<file path="src/rtl/ws2812_frame_ctrl_if.sv">
// Pixel-RAM read port and ws2812 encoder bit port of the frame sequencer.
// Build option: WS2812_RGBW_EN selects 32-bit {G,R,B,W} pixel words; the default is 24-bit {G,R,B}.
// master = frame sequencer, slave = pixel RAM plus encoder.
interface ws2812_frame_ctrl_if #(
    parameter int ADDR_W = 8
);
`ifdef WS2812_RGBW_EN
    localparam int PW = 32;
`else
    localparam int PW = 24;
`endif

    logic              rd_en;
    logic [ADDR_W-1:0] rd_addr;
    logic [PW-1:0]     rd_data;
    logic              bit_data;
    logic              bit_le;
    logic              bit_done;

    modport master (
        output rd_en, rd_addr, bit_data, bit_le,
        input  rd_data, bit_done
    );

    modport slave (
        input  rd_en, rd_addr, bit_data, bit_le,
        output rd_data, bit_done
    );
endinterface

</file>
<file path="src/rtl/ws2812_frame_ctrl.sv">
// ws2812 frame sequencer: fetches NUM_LEDS pixel words from a synchronous RAM, shifts each
// word MSB-first into the single-bit encoder (one bit per bit_le/bit_done handshake), then
// holds the line low for RESET_CYCLES so the strip latches, and pulses frame_done.
// Build option: WS2812_RGBW_EN widens pixel words to 32 bits ({G,R,B,W}); default is 24 bits.
module ws2812_frame_ctrl #(
    parameter int NUM_LEDS     = 64,
    parameter int ADDR_W       = 8,
    parameter int RESET_CYCLES = 60000,
    parameter int CNT_W        = 16
) (
    input  logic                clk,
    input  logic                Rst_n,
    input  logic                start_i,
    input  logic                abort_i,
    output logic                busy_o,
    output logic                frame_done_o,
    ws2812_frame_ctrl_if.master bus
);
`ifdef WS2812_RGBW_EN
    localparam int PW = 32;
`else
    localparam int PW = 24;
`endif
    localparam int                BC_W     = $clog2(PW);
    localparam logic [BC_W-1:0]   BIT_LAST = BC_W'(PW - 1);
    localparam logic [ADDR_W-1:0] PIX_LAST = ADDR_W'(NUM_LEDS - 1);
    localparam logic [CNT_W-1:0]  LAT_LAST = CNT_W'(RESET_CYCLES - 1);

    typedef enum logic [2:0] {
        S_IDLE, S_FETCH, S_LOAD, S_SEND, S_WAIT, S_LATCH
    } state_e;

    state_e            state_q, state_d;
    logic [ADDR_W-1:0] pix_idx_q, pix_idx_d;
    logic [BC_W-1:0]   bit_cnt_q, bit_cnt_d;
    logic [PW-1:0]     shreg_q, shreg_d;
    logic [CNT_W-1:0]  lat_cnt_q, lat_cnt_d;
    logic              abort_pend_q, abort_pend_d;
    logic              wait_arm_q, wait_arm_d;
    logic              frame_done_q, frame_done_d;

    logic start_ok;
    logic bit_done_ok;
    logic lat_last;
    logic bit_step;
    logic pix_step;

    // A start coinciding with the frame_done pulse is dropped so frames never run back to back.
    assign start_ok    = (state_q == S_IDLE) && start_i && !frame_done_q;
    // The first WAIT cycle ignores bit_done: the encoder only samples indata one clk after bit_le.
    assign bit_done_ok = (state_q == S_WAIT) && wait_arm_q && bus.bit_done;
    assign lat_last    = (state_q == S_LATCH) && (lat_cnt_q == LAT_LAST);
    assign bit_step    = bit_done_ok && !abort_pend_q && (bit_cnt_q != '0);
    assign pix_step    = bit_done_ok && !abort_pend_q && (bit_cnt_q == '0) && (pix_idx_q != PIX_LAST);

    // State register.
    always_ff @(posedge clk or negedge Rst_n) begin
        if (!Rst_n) begin
            state_q <= S_IDLE;
        end else begin
            state_q <= state_d;
        end
    end

    // Next-state logic.
    always_comb begin
        state_d = state_q;
        case (state_q)
            S_IDLE:  if (start_ok) state_d = S_FETCH;
            S_FETCH: state_d = S_LOAD;
            S_LOAD:  state_d = S_SEND;
            S_SEND:  state_d = S_WAIT;
            S_WAIT: begin
                if (bit_done_ok) begin
                    if (abort_pend_q)   state_d = S_LATCH;
                    else if (bit_step)  state_d = S_SEND;
                    else if (pix_step)  state_d = S_FETCH;
                    else                state_d = S_LATCH;
                end
            end
            S_LATCH: if (lat_last) state_d = S_IDLE;
            default: state_d = S_IDLE;
        endcase
    end

    // Datapath next values: pixel index, bit counter, shift register, latch counter, abort flag.
    always_comb begin
        pix_idx_d    = pix_idx_q;
        bit_cnt_d    = bit_cnt_q;
        shreg_d      = shreg_q;
        lat_cnt_d    = '0;
        abort_pend_d = abort_pend_q;
        wait_arm_d   = (state_q == S_WAIT);
        frame_done_d = lat_last;

        if (start_ok) pix_idx_d = '0;
        if (pix_step) pix_idx_d = pix_idx_q + ADDR_W'(1);

        if (state_q == S_LOAD) begin
            shreg_d   = bus.rd_data;
            bit_cnt_d = BIT_LAST;
        end
        if (bit_step) begin
            shreg_d   = {shreg_q[PW-2:0], 1'b0};
            bit_cnt_d = bit_cnt_q - BC_W'(1);
        end

        if ((state_q == S_LATCH) && !lat_last) lat_cnt_d = lat_cnt_q + CNT_W'(1);

        // Abort is only remembered while a frame is being fetched or sent; the bit in flight
        // always finishes before the line goes to LATCH.
        if (abort_i && (state_q inside {S_FETCH, S_LOAD, S_SEND, S_WAIT})) abort_pend_d = 1'b1;
        if (lat_last) abort_pend_d = 1'b0;
    end

    // Datapath registers.
    always_ff @(posedge clk or negedge Rst_n) begin
        if (!Rst_n) begin
            pix_idx_q    <= '0;
            bit_cnt_q    <= '0;
            shreg_q      <= '0;
            lat_cnt_q    <= '0;
            abort_pend_q <= 1'b0;
            wait_arm_q   <= 1'b0;
            frame_done_q <= 1'b0;
        end else begin
            pix_idx_q    <= pix_idx_d;
            bit_cnt_q    <= bit_cnt_d;
            shreg_q      <= shreg_d;
            lat_cnt_q    <= lat_cnt_d;
            abort_pend_q <= abort_pend_d;
            wait_arm_q   <= wait_arm_d;
            frame_done_q <= frame_done_d;
        end
    end

    // Outputs decoded from state; bit_data stays on the shift-register MSB through SEND and WAIT.
    always_comb begin
        bus.rd_en    = (state_q == S_FETCH);
        bus.rd_addr  = pix_idx_q;
        bus.bit_le   = (state_q == S_SEND);
        bus.bit_data = ((state_q == S_SEND) || (state_q == S_WAIT)) ? shreg_q[PW-1] : 1'b0;
        busy_o       = (state_q != S_IDLE);
        frame_done_o = frame_done_q;
    end
endmodule

</file>
<file path="src/flat_wrapper.sv">
// flat-port wrapper written by rule: the top's interface ports become plain ports
module ws2812_frame_ctrl_flat 
#(
    parameter int NUM_LEDS     = 64,
    parameter int ADDR_W       = 8,
    parameter int RESET_CYCLES = 60000,
    parameter int CNT_W        = 16
)
  (clk, Rst_n, start_i, abort_i, busy_o, frame_done_o, bus_rd_en, bus_rd_addr, bus_bit_data, bus_bit_le, bus_rd_data, bus_bit_done);
  ws2812_frame_ctrl_if #(.ADDR_W(ADDR_W)) bus_i ();
  input  logic clk;
  input  logic Rst_n;
  input  logic start_i;
  input  logic abort_i;
  output logic busy_o;
  output logic frame_done_o;
  output wire logic [$bits(bus_i.rd_en)-1:0] bus_rd_en;
  output wire logic [$bits(bus_i.rd_addr)-1:0] bus_rd_addr;
  output wire logic [$bits(bus_i.bit_data)-1:0] bus_bit_data;
  output wire logic [$bits(bus_i.bit_le)-1:0] bus_bit_le;
  input wire logic [$bits(bus_i.rd_data)-1:0] bus_rd_data;
  input wire logic [$bits(bus_i.bit_done)-1:0] bus_bit_done;
  assign bus_rd_en = bus_i.rd_en;
  assign bus_rd_addr = bus_i.rd_addr;
  assign bus_bit_data = bus_i.bit_data;
  assign bus_bit_le = bus_i.bit_le;
  assign bus_i.rd_data = bus_rd_data;
  assign bus_i.bit_done = bus_bit_done;
  ws2812_frame_ctrl #(.NUM_LEDS(NUM_LEDS), .ADDR_W(ADDR_W), .RESET_CYCLES(RESET_CYCLES), .CNT_W(CNT_W)) u_core (.clk(clk), .Rst_n(Rst_n), .start_i(start_i), .abort_i(abort_i), .busy_o(busy_o), .frame_done_o(frame_done_o), .bus(bus_i));
endmodule
</file>
<file path="config.mk">
export PLATFORM = sky130hd
export DESIGN_NAME = ws2812_frame_ctrl_flat
export DESIGN_NICKNAME = d
export VERILOG_FILES = /design/src/rtl/ws2812_frame_ctrl_if.sv /design/src/rtl/ws2812_frame_ctrl.sv /design/src/flat_wrapper.sv
export SDC_FILE = /design/constraint.sdc
export NUM_CORES = 1
export LEC_CHECK = 0
export CELL_PAD_IN_SITES_DETAIL_PLACEMENT = 1
export CELL_PAD_IN_SITES_GLOBAL_PLACEMENT = 1
export CORE_ASPECT_RATIO = 2
export CORE_MARGIN = 2
export CORE_UTILIZATION = 38
export DETAILED_ROUTE_END_ITERATION = 16
export HOLD_SLACK_MARGIN = 0.03
export PLACE_DENSITY = 0.73
export SLEW_MARGIN = 20
export SYNTH_ARGS = -nofsm -noshare
export SYNTH_HDL_FRONTEND = slang
export SYNTH_SLANG_ARGS = --single-unit
</file>
<file path="constraint.sdc">
create_clock -name clk -period 2.8 [get_ports clk]
set_input_delay 0.42 -clock clk [delete_from_list [all_inputs] [get_ports clk]]
set_output_delay 0.42 -clock clk [all_outputs]
set_load 0.005 [all_outputs]
</file>
==> flow_metrics.py <==
# Auto-generated metrics
metrics = {
    "sta": {
        "fmax_mhz": 412.9,
        "worst_slew_pin_slew_ns": 0.5613,
        "fin_skew_ns": 0.006084,
        "slew_violations": 0,
    },
    "layout": {
        "diodes": 0,
        "area_growth_pct": 28.22,
        "fillers": 807,
        "flop_area_mm2": 0.001476,
    },
    "routing": {
        "drtAntennaViolNets": 0,
        "wirelength_mm": 6.873,
        "drc": 0,
        "dr_total_vias": 2360,
    },
    "synth": {
        "enable_flop_cells": 0,
        "ys_seq_elements": 59,
        "synth_dominant_cell_count": "nand2_1",
        "ys_cells": 286,
        "seq_area_frac_synth_pct": 52.35,
        "async_reset_ff_share_pct": 100.0,
        "synth.avg_cell_area_um2": 9.861,
        "ff_type": "dfrtp_1",
    },
    "clock_network": {
        "numCtsBuffers": 9,
        "cts-resized-gates": 0,
        "tritoncts": "yes",
        "cts.sinks": 59,
        "postCtsSetupBuffers": 0,
        "insertion_delay_ns": 0.32,
        "clk_path_buf_depth": 2,
    },
    "critical_path": {
        "critPathLaunchType": "register",
        "cp_data_arrival_time_ns": 2.00,
    },
    "outcome": {
        "status": "complete, no violations",
    },
    "power_and_ir_drop": {
        "seq_power_share_pct": 45.1,
    },
    "job": {
        "openroad.warnings": 27,
    },
    "global_route": {
        "grt_pass1_wl_mm": 12.10,
        "grt_max_degree": 38,
        "grt_pass1_vias": 2551,
        "grt_overflow": 0,
    },
    "die": {
        "dieArea_mm2": 0.008168,
    },
}
## metrics by stage
step	cells	hold slack [ns]	instance area, um2	setup WS (ns)	util, %
after floorplan	286	0.1244	2820	0.8063	-
after detailed placement	412	0.4510	3354	0.5986	46.51
after global routing	427	0.1275	3616	0.2746	50.14
after CTS	427	0.1060	3616	0.3391	50.14
final	427	0.08543	3616	0.3782	50.14
after global placement	412	0.4394	3354	0.6395	46.51
## cell usage in the layout, fill, tap and decap left out, drive strengths merged, types with 2 or more instances in the layout
cell type      netlist  routed
nand3                8       8
or3                  2       2
nand2b               3       3
clkbuf               7      12
o31ai                2       2
or4                  3       3
inv                  4       4
nand3b               2       2
or2                  2       2
xnor2                5       5
nor3b                3       3
clkdlybuf4s50        0      40
a22oi               23      23
nor3                11      11
xor2                 6       6
nand2               63      63
dfrtp               59      59
and2                 3       3
o21ai                9       9
nor2b                3       3
and3                 2       2
a31oi                2       2
nor4                 5       5
mux2i                3       3
and4                 3       3
clkinv               0       3
buf                  4       5
a21oi                7       7
or4b                 2       2
ha                   4       4
a221o                5       5
nor2                17      17
nand4                4       4
## worst max-delay path by stage
stage | to | slack, ns | cells after the start
finish | bus_bit_data | 0.38 | 4
global route | bus_bit_data | 0.27 | 4
CTS | bus_bit_data | 0.34 | 4
detailed placement | u_core.bit_cnt_q[4] | 0.60 | 5
global placement | u_core.bus.rd_addr[4] | 0.64 | 5
floorplan | u_core.bus.rd_addr[3] | 0.81 | 6
## critical path: stages, from the launching register on
cell and delay, ns:
dfrtp_1 0.48, nor2b_1 0.20, nor2b_1 0.34, o21a_1 0.15, clkdlybuf4s50_1 0.52
## sequential cells by signal, indices dropped and copies added (netlist names)
name and cells:
u_core.abort_pend_q 1, u_core.bit_cnt_q 5, u_core.bus.rd_addr 8, u_core.frame_done_o 1, u_core.lat_cnt_q 16, u_core.shreg_q 24, u_core.state_q 3, u_core.wait_arm_q 1
## metal layers
| metal | share of wire [%] | GRT usage [%] | up-vias |
|---|---|---|---|
| li1 | - | - | 1110 |
| met1 | 39 | 21.23 | 1194 |
| met2 | 55 | 33.29 | 45 |
| met3 | 3.9 | 5.000 | 11 |
| met4 | 2.2 | 8.511 | 0 |
| met5 | 0 | 0 | - |
## power groups by stage
stage / clock [uW] / combinational, uW / sequential [uW]
after global routing: 1040 / 67.3 / 853
after CTS: 1000 / 62.7 / 854
after floorplan: 0 / 1.00 / 868
after detailed placement: 0 / 62.5 / 868
after global placement: 0 / 62.0 / 868
final: 979 / 60.2 / 854
## area by class of cell
type,count,share of cell area (%)
inverter,4,0.4152
timing repair buffer,45,12.73
multi-input combinational,212,35.61
clock buffer,12,6.817
sequential,59,40.83
tap,92,3.183
clock inverter,3,0.4152
## cells by family after synthesis
kind of cell | share of synthesized area (%)
and+or+nand+nor | 25.07
DFF | 52.35
AOI/OAI and AO/OA | 13.53
buffers and inverters | 2.396
xor gates and xnor gates | 3.416
muxes | 1.464
adders and majority gates | 1.775
gate_families.png
Bar = 20 um.
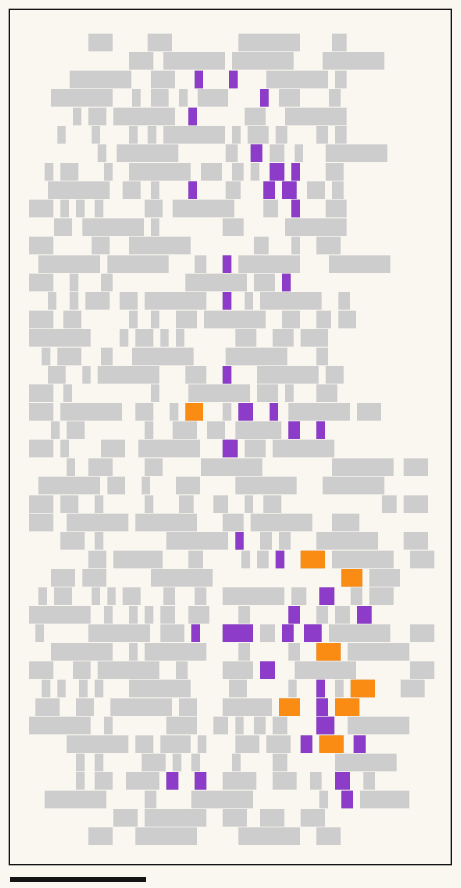
Key: orange = AND-OR and OR-AND gates [cells 8, most used a221o_1, where lower right]; purple = NOR gates [cells 39, most used nor2_1]
most numerous logic cell after layout: nand2_1
Comb area share: 35.61%
final cell count without fillers: 427

final_congestion.png
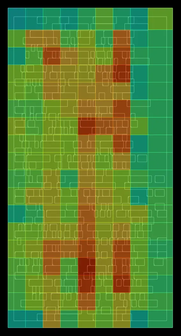
GRT met2 Usage: 33.29%
DR WL/cell: 16.10 um
Top Usage Layer GRT: met2

density.png
The die is cut into 6 by 13 equal tiles; dark blue is low, red is high, 0 to 100% covered.
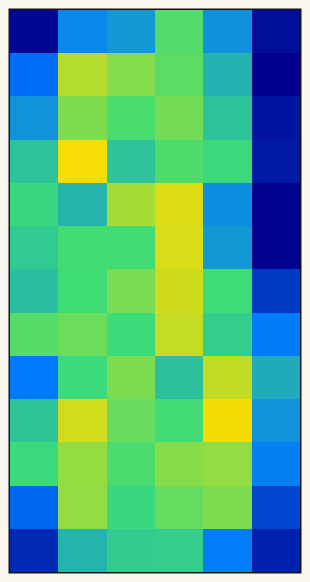
The emptiest ninth of the die: upper right. The fullest tile reaches 74%. 5.1% of the tiles are nearly empty.
core region area: 0.007212 mm2
Initial Utilization: 39.10%
post-layout util: 50.14%

metal_stack.png
Bar = 20 um.
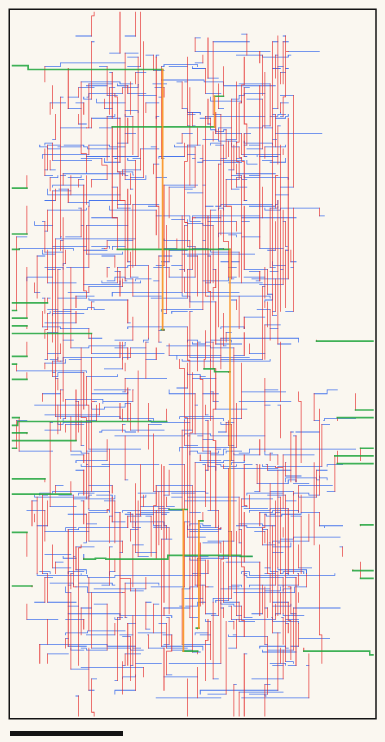
Key: green = met3 [wire length 269 um]; orange = met4 [wire length 150 um]; blue = met1 [wire length 2,700 um]; red = met2 [wire length 3,760 um]

clock_map.png
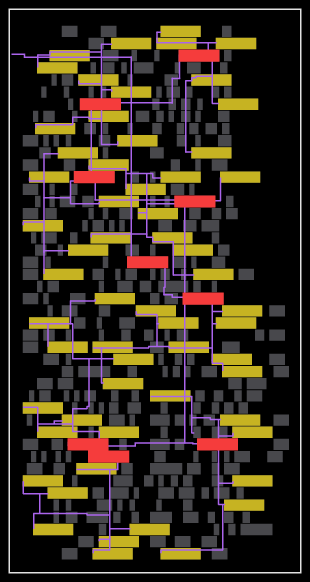
Key: yellow = flip-flops [count 59]; purple = clock wires [length 862 um]; red = cells driving clock nets [count 9]
Position of the flops: all over the die. There are 10 routed clock nets.

Power and IR drop assume default switching activity.
